--- src/rtl/pipe_stage_latch.sv ---
// Pipeline stage register: single-entry latch or two-entry skid buffer with
// flush, occupancy and a saturating stall counter.
module pipe_stage_latch #(
  parameter int                DATA_W    = 8,
  parameter logic [DATA_W-1:0] RESET_VAL = '0,
  parameter bit                SKID_EN   = 1'b1,
  parameter int                CNT_W     = 8
) (
  input  logic              clk,
  input  logic              reset,
  input  logic              flush,
  input  logic              in_valid,
  input  logic [DATA_W-1:0] in_data,
  output logic              in_ready,
  output logic              out_valid,
  output logic [DATA_W-1:0] out_data,
  input  logic              out_ready,
  output logic [1:0]        occupancy,
  output logic [CNT_W-1:0]  stall_cnt
);
  typedef enum logic [1:0] {EMPTY = 2'd0, ONE = 2'd1, TWO = 2'd2} state_t;

  state_t            state, state_next;
  logic [DATA_W-1:0] main_data, skid_data;
  logic              main_v, skid_v;
  logic              accept, drain;
  logic              load_main, main_from_skid, load_skid;

  assign accept = in_valid & in_ready;
  assign drain  = out_valid & out_ready;

  always_ff @(posedge clk or negedge reset) begin
    if (!reset) state <= EMPTY;
    else        state <= state_next;
  end

  always_comb begin
    state_next     = state;
    load_main      = 1'b0;
    main_from_skid = 1'b0;
    load_skid      = 1'b0;
    if (flush) begin
      state_next = EMPTY;
    end else begin
      case (state)
        EMPTY: begin
          if (accept) begin
            load_main  = 1'b1;
            state_next = ONE;
          end
        end
        ONE: begin
          if (accept && drain) begin
            load_main = 1'b1;
          end else if (drain) begin
            state_next = EMPTY;
          end else if (accept && SKID_EN) begin
            load_skid  = 1'b1;
            state_next = TWO;
          end
        end
        TWO: begin
          if (drain) begin
            load_main      = 1'b1;
            main_from_skid = 1'b1;
            state_next     = ONE;
          end
        end
        default: state_next = EMPTY;
      endcase
    end
  end

  always_comb begin
    main_v    = (state != EMPTY);
    skid_v    = (state == TWO);
    out_valid = main_v;
    out_data  = main_data;
    occupancy = {1'b0, main_v} + {1'b0, skid_v};
  end

  // Data registers only change on an explicit load, so idle cycles never toggle the payload.
  always_ff @(posedge clk or negedge reset) begin
    if (!reset) begin
      main_data <= RESET_VAL;
      skid_data <= RESET_VAL;
    end else if (flush) begin
      main_data <= RESET_VAL;
      skid_data <= RESET_VAL;
    end else begin
      if (load_main) main_data <= main_from_skid ? skid_data : in_data;
      if (load_skid) skid_data <= in_data;
    end
  end

  always_ff @(posedge clk or negedge reset) begin
    if (!reset)
      stall_cnt <= '0;
    else if (flush)
      stall_cnt <= '0;
    else if (out_valid && !out_ready && (stall_cnt != {CNT_W{1'b1}}))
      stall_cnt <= stall_cnt + 1'b1;
  end

  generate
    if (SKID_EN) begin : g_skid_ready
      // Registered ready breaks the out_ready -> in_ready path; the skid entry absorbs the extra beat.
      logic ready_flop;
      always_ff @(posedge clk or negedge reset) begin
        if (!reset) ready_flop <= 1'b1;
        else        ready_flop <= (state_next != TWO);
      end
      assign in_ready = ready_flop;
    end else begin : g_latch_ready
      assign in_ready = !main_v | out_ready;
    end
  endgenerate

endmodule

--- config.mk ---
export PLATFORM = sky130hd
export DESIGN_NAME = pipe_stage_latch
export DESIGN_NICKNAME = d
export VERILOG_FILES = /design/src/rtl/pipe_stage_latch.sv
export SDC_FILE = /design/constraint.sdc
export NUM_CORES = 1
export LEC_CHECK = 0
export ABC_CLOCK_PERIOD_IN_PS = 1800
export CAP_MARGIN = 40
export CORE_MARGIN = 4
export CORE_UTILIZATION = 49
export DETAILED_ROUTE_END_ITERATION = 10
export HOLD_SLACK_MARGIN = 0.03
export PLACE_DENSITY_LB_ADDON = 0.15
export SYNTH_ARGS = -nofsm -noshare
export SYNTH_HDL_FRONTEND = slang
export SYNTH_SLANG_ARGS = --single-unit
--- constraint.sdc ---
create_clock -name clk -period 1.8 [get_ports clk]
set_input_delay 0.36 -clock clk [delete_from_list [all_inputs] [get_ports clk]]
set_output_delay 0.36 -clock clk [all_outputs]
set_load 0.02 [all_outputs]
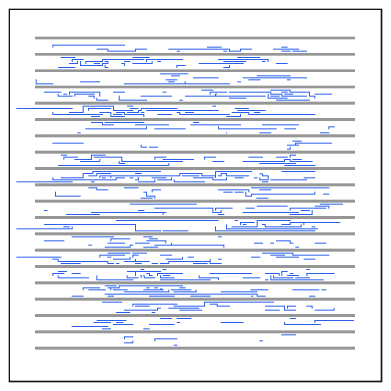
**Above:** met1 routing.
(6 px per µm) Supply wires on this layer in gray.
main direction	horizontal
longest straight run	25.3 µm

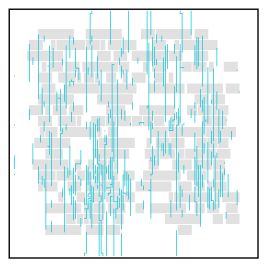
**Above:** signal wires on met2.
(4 px per µm)
nets with wire on the layer	155
longest straight run	23.5 µm
share of all routed wire	45%

cells in the final DEF (no fill, tap or decap), types with 3 or more instances in the layout:
| cell type | n |
|---|---|
| dfrtp_1 | 25 |
| nor2_1 | 24 |
| nand4_1 | 3 |
| clkbuf_4 | 3 |
| buf_4 | 11 |
| inv_1 | 4 |
| mux2i_1 | 20 |
| dlymetal6s2s_1 | 5 |
| nand2_1 | 3 |
| o21ai_0 | 3 |
| dlygate4sd2_1 | 4 |
| a211oi_1 | 8 |
| clkdlybuf4s50_1 | 23 |
cell type report:
cell class              instances  area, µm²
flip-flops and latches         27        678
multi-input cells              89        652
clock inverters                 1       7.51
inverters                       4       15.0
well taps                      31       38.8
fillers                       225        928
clock buffers                   3       22.5
repair buffers                 44        415
kinds of logic (layout without fill, tap and decap cells):
| group | count (synthesis) | after routing | synth area share |
|---|---|---|---|
| mux | 20 | 20 | 0.141 |
| flops | 27 | 27 | 0.477 |
| fa+ha+maj | 1 | 1 | 0.00882 |
| simple gates | 44 | 44 | 0.166 |
| xor+xnor | 1 | 1 | 0.00618 |
| compound gates | 23 | 23 | 0.138 |
| buf+inv | 12 | 52 | 0.0627 |
path summary, 6_finish.rpt:
check / from / endpoint / depth (start not counted)
max: stall_cnt[5] / stall_cnt[5] / 1
min: reset / skid_data[4] / 2
max reg2reg: in_ready / skid_data[4] / 6
min reg2reg: skid_data[7] / skid_data[7] / 2
max in group asynchronous: reset / in_ready / 2
min in group clk: skid_data[7] / skid_data[7] / 2
report_power, final:
part	leakage (nW)	switching [mW]	internal [mW]
combinational	0.489	0.127	0.126
clock	0.0139	0.181	0.0849
sequential	0.362	0.0186	0.635
stage by stage:
step / std cells / TNS [ns] / util / power (mW) / setup slack, ns
CTS: 195 / 0 / 0.649 / 1.18 / 0.00184
floorplan: 128 / 0 / - / 0.804 / 0.228
detailed placement: 191 / -2.04 / 0.639 / 0.914 / -0.197
global route: 199 / 0 / 0.663 / 1.24 / 0.00219
global placement: 191 / -1.54 / 0.639 / 0.909 / -0.143
finish: 199 / 0 / 0.663 / 1.17 / 0.0716
routing by layer:
metal / up-vias / share of wire / track usage
li1: 534 / - / -
met1: 510 / 0.48 / 0.228
met2: 29 / 0.45 / 0.248
met3: 2 / 0.057 / 0.0207
met4: 0 / 0.0071 / 0.0636
met5: - / 0 / 0
registers in the layout, indices dropped and copies added, names as in the netlist:
register and flops:
skid_data 8, out_data 8, stall_cnt 8, state 2, in_ready 1
repair_timing:
| action | in CTS | in global routing |
|---|---|---|
| buffers inserted | 0 | 4 |
| resized | 5 | 5 |
| gates cloned | 0 | 0 |
| pin swaps | 0 | 1 |
| endpoints found under the setup margin | 5 | 9 |
==> out/results.tsv <==
stage	metric	value	unit
logic_synthesis	number of enable flip-flop cells	0	
final_layout	fin area	1830	µm²
drt	initial DRC count	56	
final_timing	Slew Viols, Final	0	
flow_run	Max-Cap Viols	0	
drt	total number of vias	1075	
grt	first-pass GRT wire length	4550	µm
drt	WL/cell	14.2	µm
grt	vias in the first global route	1004	
place	RePlAce Congestion	0.730	
cts	CTS clk-pin slew, worst paths	0.15	ns
setup_path	CP arrival	1.37	ns
cts	Clock H-tree levels	1	
setup_path	Critical Path Sink Type	output port	
min_path	hold crit path type	input port to async pin	
setup_path	Worst Setup Start Kind	flop	
grt	antenna violations before repair	0	
final_timing	Max Clock Freq	579	MHz
drt	vias per std cell	5.40	
final_layout	# diodes	0	
final_timing	period utilization	0.960	
die	num rows	19	
flow_run	Log Warnings	26	
final_timing	count of final setup violators	0	
logic_synthesis	Syn Inst Count	128	
logic_synthesis	Post-synth ARST share	1.00	
setup_path	Required @ worst endpoint	1.44	ns
setup_path	critical path, cell by cell	clkdlybuf4s50_1	
logic_synthesis	Synth Net Count	142	
cts	cts hold-fix bufs	0	
final_layout	fin nets	183	
final_timing	Clock Skew	0.0109	ns
setup_path	CP top delay family	buffers and inverters	
grt	Congestion Overflow GR	0	
drt	TritonRoute pass-1 iters	4	
die	Core Region	2760	µm²
die	Ports	33	
status	status	complete, no violations	
die	full die area	3820	µm²
logic_synthesis	yosys cell count	128	
power	PwrDens	641	nW/µm²
final_timing	max_slew headroom	0.732	
setup_path	reg2reg setup slack	0.26	ns
logic_synthesis	post-synthesis sequential area ratio	0.477	
Power and IR drop assume default switching activity.
